$ cat src/rtl/dftprobe_pkg.sv
// dftprobe_pkg: shared constants for the multi-channel DFT probe bank.
//   - Scan-chain layout: each channel owns BITS_PER_CH consecutive chain bits,
//     with the value bit at VAL_OFS and the aux (enable/edge) bit at AUX_OFS.
//   - Legal ranges for the channel count and the synchroniser depth.
//   - clamp_stages() forces a requested synchroniser depth into the legal range.
package dftprobe_pkg;

    localparam int unsigned VAL_OFS         = 0;
    localparam int unsigned AUX_OFS         = 1;
    localparam int unsigned BITS_PER_CH     = 2;
    localparam int unsigned MAX_NCH         = 32;
    localparam int unsigned MIN_SYNC_STAGES = 2;
    localparam int unsigned MAX_SYNC_STAGES = 4;

    function automatic int unsigned clamp_stages(int unsigned s);
        if (s < MIN_SYNC_STAGES) return MIN_SYNC_STAGES;
        if (s > MAX_SYNC_STAGES) return MAX_SYNC_STAGES;
        return s;
    endfunction

endpackage

$ cat src/rtl/dftprobe_sync.sv
// dftprobe_sync: one-channel input synchroniser with a sticky edge flag.
// Ports:
//   clk, rst    - clock, synchronous active-high reset
//   d_i         - asynchronous functional net
//   settled_i   - edge detection enable (high once the settle counter saturates)
//   clr_i       - clear the sticky edge flag (a capture strobe)
//   q_o         - synchronised value (SYNC_STAGES cycles of latency)
//   edge_o      - sticky edge flag
module dftprobe_sync
    import dftprobe_pkg::*;
#(
    parameter int unsigned SYNC_STAGES = 2
) (
    input  logic clk,
    input  logic rst,
    input  logic d_i,
    input  logic settled_i,
    input  logic clr_i,
    output logic q_o,
    output logic edge_o
);

    localparam int unsigned STAGES = clamp_stages(SYNC_STAGES);

    logic [STAGES-1:0] chain_q;
    logic              edge_q;
    logic              change;

    // The flag is raised on the same edge that the new value reaches q_o, so the
    // comparison is between the last stage and the stage feeding it.
    assign change = chain_q[STAGES-1] ^ chain_q[STAGES-2];

    always_ff @(posedge clk) begin
        if (rst) begin
            chain_q <= '0;
            edge_q  <= 1'b0;
        end else begin
            chain_q <= {chain_q[STAGES-2:0], d_i};
            // A new edge wins over a coincident clear so the event is not lost.
            edge_q  <= (edge_q & ~clr_i) | (settled_i & change);
        end
    end

    assign q_o    = chain_q[STAGES-1];
    assign edge_o = edge_q;

endmodule

$ cat src/rtl/dftprobe_bank.sv
// dftprobe_bank: NCH-channel probe that passes through, observes or forces
// internal nets under control of a serial scan chain.
// Ports:
//   clk, rst                - scan clock, synchronous active-high reset
//   i [NCH]                 - functional nets (asynchronous to clk)
//   o [NCH]                 - probed nets to consumers (combinational mux)
//   ten                     - global test enable
//   tdi / tdo               - serial scan in / registered scan out
//   shift, capture, update  - chain strobes (capture > shift; update is independent)
//   CELG, CELSUB, CELV      - supply pins, no logic function
module dftprobe_bank
    import dftprobe_pkg::*;
#(
    parameter int unsigned NCH         = 8,
    parameter int unsigned SYNC_STAGES = 2
) (
    input  logic           clk,
    input  logic           rst,
    input  logic [NCH-1:0] i,
    output logic [NCH-1:0] o,
    input  logic           ten,
    input  logic           tdi,
    output logic           tdo,
    input  logic           shift,
    input  logic           capture,
    input  logic           update,
    input  logic           CELG,
    input  logic           CELSUB,
    input  logic           CELV
);

    localparam int unsigned SW     = BITS_PER_CH * NCH;
    localparam int unsigned STAGES = clamp_stages(SYNC_STAGES);
    localparam int unsigned CW     = $clog2(STAGES + 1);

    logic [CW-1:0]  settle_q;
    logic           settled;
    logic [SW-1:0]  sr_q;
    logic [SW-1:0]  cap_image;
    logic [NCH-1:0] sr_val;
    logic [NCH-1:0] sr_aux;
    logic [NCH-1:0] ur_en_q;
    logic [NCH-1:0] ur_val_q;
    logic [NCH-1:0] sync_i;
    logic [NCH-1:0] edge_flag;
    logic           tdo_q;
    logic           unused_supply;

    assign unused_supply = CELG ^ CELSUB ^ CELV;

    // Edge detection stays off until every synchroniser has flushed its reset value.
    assign settled = (settle_q == CW'(STAGES));

    for (genvar n = 0; n < NCH; n++) begin : g_ch
        dftprobe_sync #(
            .SYNC_STAGES (STAGES)
        ) u_sync (
            .clk       (clk),
            .rst       (rst),
            .d_i       (i[n]),
            .settled_i (settled),
            .clr_i     (ten & capture),
            .q_o       (sync_i[n]),
            .edge_o    (edge_flag[n])
        );
    end

    always_comb begin
        cap_image = '0;
        sr_val    = '0;
        sr_aux    = '0;
        for (int n = 0; n < NCH; n++) begin
            cap_image[BITS_PER_CH*n + VAL_OFS] = sync_i[n];
            cap_image[BITS_PER_CH*n + AUX_OFS] = edge_flag[n];
            sr_val[n] = sr_q[BITS_PER_CH*n + VAL_OFS];
            sr_aux[n] = sr_q[BITS_PER_CH*n + AUX_OFS];
        end
    end

    always_ff @(posedge clk) begin
        if (rst) begin
            settle_q <= '0;
            sr_q     <= '0;
            ur_en_q  <= '0;
            ur_val_q <= '0;
            tdo_q    <= 1'b0;
        end else begin
            if (!settled) settle_q <= settle_q + 1'b1;
            if (ten) begin
                if (capture) begin
                    sr_q <= cap_image;
                end else if (shift) begin
                    sr_q  <= {tdi, sr_q[SW-1:1]};
                    tdo_q <= sr_q[0];
                end
                // Reads pre-edge SR, so all channels switch atomically.
                if (update) begin
                    ur_en_q  <= sr_aux;
                    ur_val_q <= sr_val;
                end
            end else begin
                // Drop stale forces so they cannot reappear when ten returns.
                ur_en_q <= '0;
            end
        end
    end

    assign tdo = tdo_q;
    // Gating with ten releases forces immediately, ahead of the clearing edge.
    assign o   = ((ur_en_q & {NCH{ten}}) & ur_val_q) | (~(ur_en_q & {NCH{ten}}) & i);

endmodule

$ cat config.mk
export PLATFORM = sky130hd
export DESIGN_NAME = dftprobe_bank
export DESIGN_NICKNAME = d
export VERILOG_FILES = /design/src/rtl/dftprobe_pkg.sv /design/src/rtl/dftprobe_sync.sv /design/src/rtl/dftprobe_bank.sv
export SDC_FILE = /design/constraint.sdc
export NUM_CORES = 1
export LEC_CHECK = 0
export CORE_MARGIN = 5
export CORE_UTILIZATION = 30
export CTS_CLUSTER_SIZE = 25
export DETAILED_ROUTE_END_ITERATION = 6
export GPL_TIMING_DRIVEN = 0
export PLACE_DENSITY_LB_ADDON = 0.1
export SLEW_MARGIN = 20
export SYNTH_ARGS = -nofsm -noshare
export SYNTH_HDL_FRONTEND = slang
export SYNTH_SLANG_ARGS = --single-unit
$ cat constraint.sdc
create_clock -name clk -period 1.85 [get_ports clk]
set_input_delay 0.37 -clock clk [delete_from_list [all_inputs] [get_ports clk]]
set_output_delay 0.37 -clock clk [all_outputs]
set_load 0.02 [all_outputs]
==> results.yml, run 1 <==
# generated from flow reports
outcome:
  status: "finished, final reports clean"
synth:
  fa_ha_area_share_pct: 0.513
  yosys_area_mm2: 0.00244
  top_cells_by_area: "dfxtp_1 48%, mux2i_1 10%, a211oi_2 8.2%, nor2b_1 4.1%, nand2_1 3.9%"
  top_area_share_pct: 48.5
  synth.cellmix.compoundShare_pct: 12.5
  netlist_instances: 233
  synthSimpleGateAreaFrac_pct: 16.2
  synth_area_mm2: 0.00244
  async_flop_share_pct: 0
  flop_cell: "dfxtp_1"
  ys_ff: 59
  postSynthAreaPerCell_um2: 10.5
  ys_sh_xor_pct: 3.23
  synth-edff-count: 0
  synth_stat.cells: 233
  largest_area_cell: "dfxtp_1"
  synth.most_common_cell: "dfxtp_1"
  mux_share_pct: 14.0
  syn-num-nets: 252
  yosys-dominant-comb-family: "simple AND/OR/NAND/NOR gates"
  synth_seq_share_pct: 48.5
global_route:
  grt_use_total_pct: 12.9
  grt_pass1_wl_um: 9440
  overflow: 0
  grt_max_degree: 11
  grtUsageMet1_pct: 16.0
  antenna_found_initial: 0
  grt_use_met3_pct: 5.14
  top_usage_layer: "met2"
setup_path:
  crit_top_cell: "clkdlybuf4s15_2"
  cp_max_fo: 5
  worst_path_max_delay_cell: "mux2_2"
  cpPeakStageDelay_ns: 0.32
  critPathRequiredTime_ns: 1.48
  crit_path_cell_trace: "clkdlybuf4s15_2 > buf_6 > nand2_1 > mux2_2 > clkdlybuf4s15_2"
  critPathKind: "in2out"
  crit_path_end_kind: "output pin"
cells_and_area:
  postLayoutCellArea_mm2: 0.00297
  fin_nets: 284
  nFillCells: 793
  layout_top_cells: "59 x dfxtp_1, 25 x nand2_1, 25 x mux2i_1, 16 x a211oi_2, 16 x nor2b_1"
  final_common_cell: "dfxtp_1"
  antenna_cells: 0
  areaGrowthSynthToFinish_pct: 21.9
  drive_above_1_share_pct: 27.5
sta:
  rsz0062_at_grt: "false"
  finalSetupViolCount: 0
  finalHoldViolCount: 0
  period_needed_ns: 1.78
  report.final.slew_viol_count: 0
  final.setup_skew_ns: 0.00575
  max_slew_margin_pct: 29.9
  whs_ns: 0.341
  finalClockPeriodUsage_pct: 96.4
  tightest_slew_ns: 1.05
detailed_routing:
  drc: 0
  via_count: 1686
  ant_nets: 0
  drtIter0Drc: 43
  wl_per_cell_um: 15.8
place:
  routabilityCongestion: 0.693
  dpl.hpwl_um: 3840
  io_buffers: 20
power_and_ir_drop:
  comb_power_share_pct: 14.2
  clockPowerShare_pct: 36.8
  switching_share_pct: 26.4
  p_sw_w: 0.000764
  intPower_w: 0.00213
  total_power_w: 0.00290
  p_comb_w: 0.000411
  seqPwrFrac_pct: 49.1
  ir_worst_vdd_mv: 0.390
die:
  floorplan.core_util_pct: 31.2
  num_io_pins: 27
  dieArea_mm2: 0.0100
  die.size.y_um: 100
cts:
  post_cts_buffers: 0
  cts_root_buffer: "clkbuf_8"
  cts_buffer_depth: 2
  cts_htree_levels: 3
  cts_tree: "done"
  cts_hold_buf: 0
  clk_pin_slew_ns: 0.06
job:
  drv_cap: 0
worst_hold_path:
  hold_path_class: "in2reg"
## run 1: final cells by class
cell class,count,area (um^2),share of cell area [%]
clock inverter,2,10.0,0.337
inverter,1,3.75,0.126
multi-input combinational,158,1130,38.1
tap,102,128,4.30
clock buffer,13,169,5.69
sequential,59,1180,39.8
timing repair buffer,21,223,7.50
buffer,15,124,4.17
## run 1: flip-flops by register name (all words and copies together), names as in the netlist
name and count:
settle_q 2, ur_en_q 8, ur_val_q 8, sr_q 16
g_ch.u_sync.edge_o 8, tdo 1, g_ch.u_sync.chain_q 16
## run 1: stage by stage
step                      util (%)  worst slack [ns]  instances  setup TNS [ns]
after global placement        35.4            -0.613        355           -9.26
after floorplan                  -             0.522        233               0
final                         38.0            0.0665        371               0
after CTS                     38.0            0.0422        371               0
after global routing          38.0            0.0200        371               0
after detailed placement      35.4            -0.612        355           -9.34
## run 1: worst paths after layout
check / from / to / slack [ns] / depth (start not counted)
setup reg to reg: settle_q[0]$_SDFFE_PP0N_ / g_ch[2].u_sync.edge_o$_SDFF_PP0_ / 0.53 / 4
hold / removal: rst / g_ch[6].u_sync.chain_q[1]$_SDFF_PP0_ / 0.34 / 2
setup / recovery: ten / o[6] / 0.07 / 5
hold reg to reg: ur_val_q[4]$_SDFFE_PP0P_ / ur_val_q[4]$_SDFFE_PP0P_ / 0.45 / 2
## run 1: worst max-delay path: cells and delay by family
| kind | cells | cell delay, ns |
|---|---|---|
| buffers and inverters | 3 | 0.64 |
| muxes | 1 | 0.32 |
| and+or+nand+nor | 1 | 0.07 |
## run 1: timing repair
item                       in CTS  in global routing
hold endpoints to repair        0                  0
gates resized                  30                  0
setup endpoints to repair      16                  0
## run 1: layer usage
layer,share of wire (%),vias to the layer above
met1,47,795
met2,48,32
met5,0,-
met3,3.9,6
met4,1.1,0
li1,-,853
**Run 1: register map, names as in the netlist**

The bar under the picture is 20 um long. Other sequential cells in the stronger gray, the rest of the logic in the fainter gray.
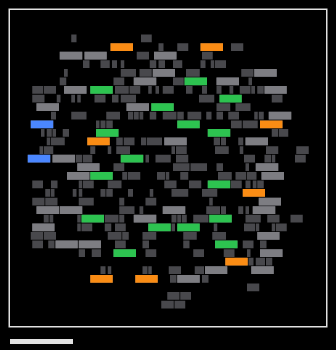
Key: orange = g_ch.u_sync.edge_o [placed flops 8]; blue = settle_q [placed flops 2]; green = sr_q [placed flops 16, where center]
Another 33 sequential cells are not colored.

**Run 1: M1 wires**

The bar under the picture is 20 um long.
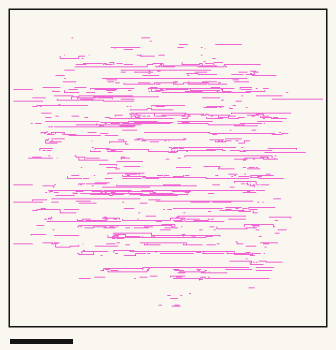
The longest straight run is 46.0 um. The layer holds 47% of the routed length. The layer carries 2,780 um of wire. The wires run mostly horizontal. 256 nets have wire on it.

**Run 1: close-up of the layout**

The bar under the picture is 20 um long. Region (25, 45) to (75, 95) um. Cells in gray, sequential cells in the stronger gray; small squares are vias.
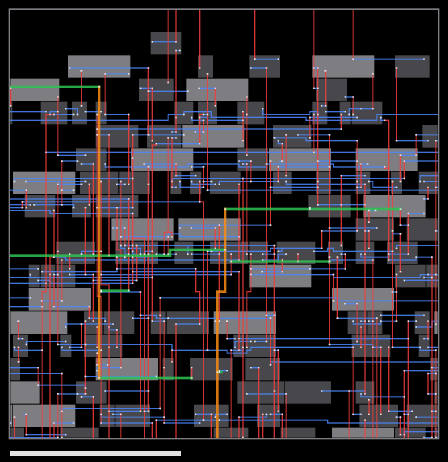
Key: green = met3; blue = met1; orange = met4; red = met2
Netlist names of flops here include sr_q (9), g_ch.u_sync.edge_o (3), g_ch.u_sync.chain_q (3). Most frequent: dfxtp_1 (19), mux2i_1 (13). Sequential cells in the window: 19. 98 logic cells have their middle in the window.

==> run 1 -> run 2 <==
--- a/config.mk
+++ b/config.mk
@@ -7,6 +7,7 @@
 export LEC_CHECK = 0
 export CORE_MARGIN = 5
 export CORE_UTILIZATION = 30
+export CTS_BUF_LIST = sky130_fd_sc_hd__clkbuf_8 sky130_fd_sc_hd__clkbuf_16
 export CTS_CLUSTER_SIZE = 25
 export DETAILED_ROUTE_END_ITERATION = 6
 export GPL_TIMING_DRIVEN = 0
==> results.yml, run 2 <==
# generated from flow reports
outcome:
  status: "finished, final reports clean"
sta:
  finalSetupViolCount: 0
  fin_tns_setup_ns: 0
  tightest_slew_ns: 1.05
  rsz0062_at_grt: "false"
  final.setup_skew_ns: 0.00575
  max_slew_margin_pct: 29.9
  finalHoldViolCount: 0
  report.final.slew_viol_count: 0
synth:
  ys_ff: 59
  top_area_share_pct: 48.5
  netlist_instances: 233
  mux_share_pct: 14.0
  synth_area_mm2: 0.00244
  ys_sh_xor_pct: 3.23
  largest_area_cell: "dfxtp_1"
  syn-num-nets: 252
  yosys-dominant-comb-family: "simple AND/OR/NAND/NOR gates"
  synth-edff-count: 0
  synth.cellmix.compoundShare_pct: 12.5
  async_flop_share_pct: 0
  synthSimpleGateAreaFrac_pct: 16.2
  synth_stat.cells: 233
  top_cells_by_area: "dfxtp_1 48%, mux2i_1 10%, a211oi_2 8.2%, nor2b_1 4.1%, nand2_1 3.9%"
  postSynthAreaPerCell_um2: 10.5
  flop_cell: "dfxtp_1"
  synth_seq_share_pct: 48.5
  fa_ha_area_share_pct: 0.513
global_route:
  grt_pass1_wl_um: 9440
  grt_pass1_vias: 1745
  overflow: 0
  grt_use_total_pct: 12.9
  grt_use_met3_pct: 5.14
  grt_max_degree: 11
  antenna_found_initial: 0
  top_usage_layer: "met2"
detailed_routing:
  ant_nets: 0
  highest_layer: "met4"
  wl_met3_um: 227
  drc: 0
  wl_per_cell_um: 15.8
  dr_wl_met2_um: 2800
  drtIter0Drc: 43
  wl_met1_um: 2770
cells_and_area:
  antenna_cells: 0
  ff_count: 59
  areaGrowthSynthToFinish_pct: 21.9
  comb_share_pct: 38.1
  regArea_mm2: 0.00118
  final_util_pct: 38.0
  drive_above_1_share_pct: 27.5
  fin_nets: 284
  buf_share_pct: 11.7
  final_common_cell: "dfxtp_1"
  postLayoutCellArea_mm2: 0.00297
  layout_top_cells: "59 x dfxtp_1, 25 x nand2_1, 25 x mux2i_1, 16 x a211oi_2, 16 x nor2b_1"
  seq_share_pct: 39.8
  logic_area_mm2: 0.00113
  clock_area_share_pct: 6.02
  dominant_cells: "sequential cells"
  comb_cells: 158
  nClkBuffers: 12
  inv_count: 1
  buffers: 36
  reg_top3: "g_ch.u_sync.chain_q x16, sr_q x16"
die:
  num_tap_cells: 102
  die.size.y_um: 100
  num_io_pins: 27
  die_w_um: 100
  dieArea_mm2: 0.0100
  floorplan.core_util_pct: 31.2
job:
  drv_cap: 0
setup_path:
  crit_path_end_kind: "output pin"
  regToRegStartpoint: "settle_q[0]$_SDFFE_PP0N_"
  reg2reg_slack_ns: 0.53
  worstRegToRegCells: 4
  cp_max_fo: 5
  critPathKind: "in2out"
  r2r-end: "g_ch[2].u_sync.edge_o$_SDFF_PP0_"
  critPathRequiredTime_ns: 1.48
  critPathCapture: "o[6]"
place:
  dpl.hpwl_um: 3840
  routabilityCongestion: 0.693
  placed_area_mm2: 0.00277
  io_buffers: 20
  place_inst: 355
cts:
  cts_htree_levels: 3
  cts_buffer_depth: 2
  clk_pin_slew_ns: 0.06
  cts_tree: "done"
  post_cts_buffers: 0
power_and_ir_drop:
  total_power_w: 0.00289
worst_hold_path:
  hold_path_class: "in2reg"
run 2: cell count changes in the layout (fill, tap and decap cells not counted):
cell | previous run | this run
clkbuf_1 | 3 | 2
inv_1 | 1 | 2
run 2: through the flow:
stage	setup WS, ns	hold WS (ns)
5_1_grt	0.0200	0.343
3_3_place_gp	-0.613	0.440
6_report	0.0665	0.341
2_1_floorplan	0.522	0.425
3_5_place_dp	-0.612	0.448
4_1_cts	0.0422	0.338
run 2: worst min-delay path by stage:
| stage | start | end | slack (ns) | cells after the start |
|---|---|---|---|---|
| after floorplan | g_ch[0].u_sync.edge_o$_SDFF_PP0_ | g_ch[0].u_sync.edge_o$_SDFF_PP0_ | 0.42 | 2 |
| after global placement | g_ch[7].u_sync.edge_o$_SDFF_PP0_ | g_ch[7].u_sync.edge_o$_SDFF_PP0_ | 0.44 | 2 |
| after CTS | rst | g_ch[6].u_sync.chain_q[1]$_SDFF_PP0_ | 0.34 | 2 |
| after detailed placement | g_ch[2].u_sync.edge_o$_SDFF_PP0_ | g_ch[2].u_sync.edge_o$_SDFF_PP0_ | 0.45 | 2 |
| after global routing | rst | g_ch[6].u_sync.chain_q[0]$_SDFF_PP0_ | 0.34 | 2 |
| final | rst | g_ch[6].u_sync.chain_q[1]$_SDFF_PP0_ | 0.34 | 2 |
run 2: timing repair:
item                       CTS  global route
hold buffers                 0             0
setup endpoints to repair   16             0
resized                     30             0
run 2: worst max-delay path: stages:
cell and delay (ns):
clkdlybuf4s15_2 0.23, buf_6 0.16, nand2_1 0.07, mux2_2 0.32
clkdlybuf4s15_2 0.25
run 2: where the power goes:
group | total, W | internal, W | switching [W] | leakage, nW
Clock | 0.00106 | 0.000579 | 0.000482 | 0.0994
Combinational | 0.000411 | 0.000187 | 0.000223 | 0.525
Sequential | 0.00142 | 0.00136 | 0.0000588 | 0.483
**Run 2: register map, names as in the netlist**

The bar under the picture is 20 um long. Other sequential cells in the stronger gray, the rest of the logic in the fainter gray.
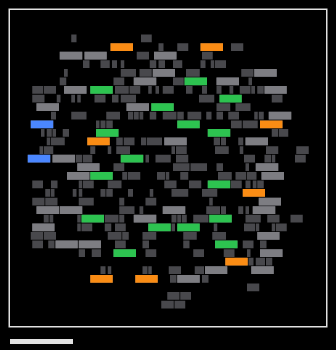
Key: blue = settle_q [placed flops 2]; green = sr_q [placed flops 16, where center]; orange = g_ch.u_sync.edge_o [placed flops 8]
Another 33 sequential cells are not colored.

**Run 2: M1 wires**

The bar under the picture is 20 um long.
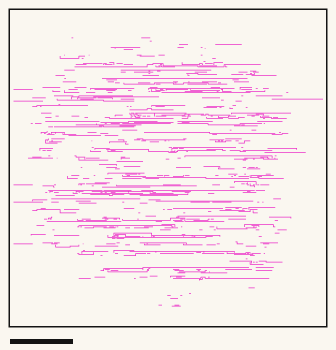
The wires run mostly horizontal. The longest straight run is 46.0 um. The layer holds 47% of the routed length. 256 nets have wire on it. The layer carries 2,770 um of wire.
total number of vias: 1,685
WL final: 5870 um
GR Util met1: 16.0%

Power and IR drop assume default switching activity.
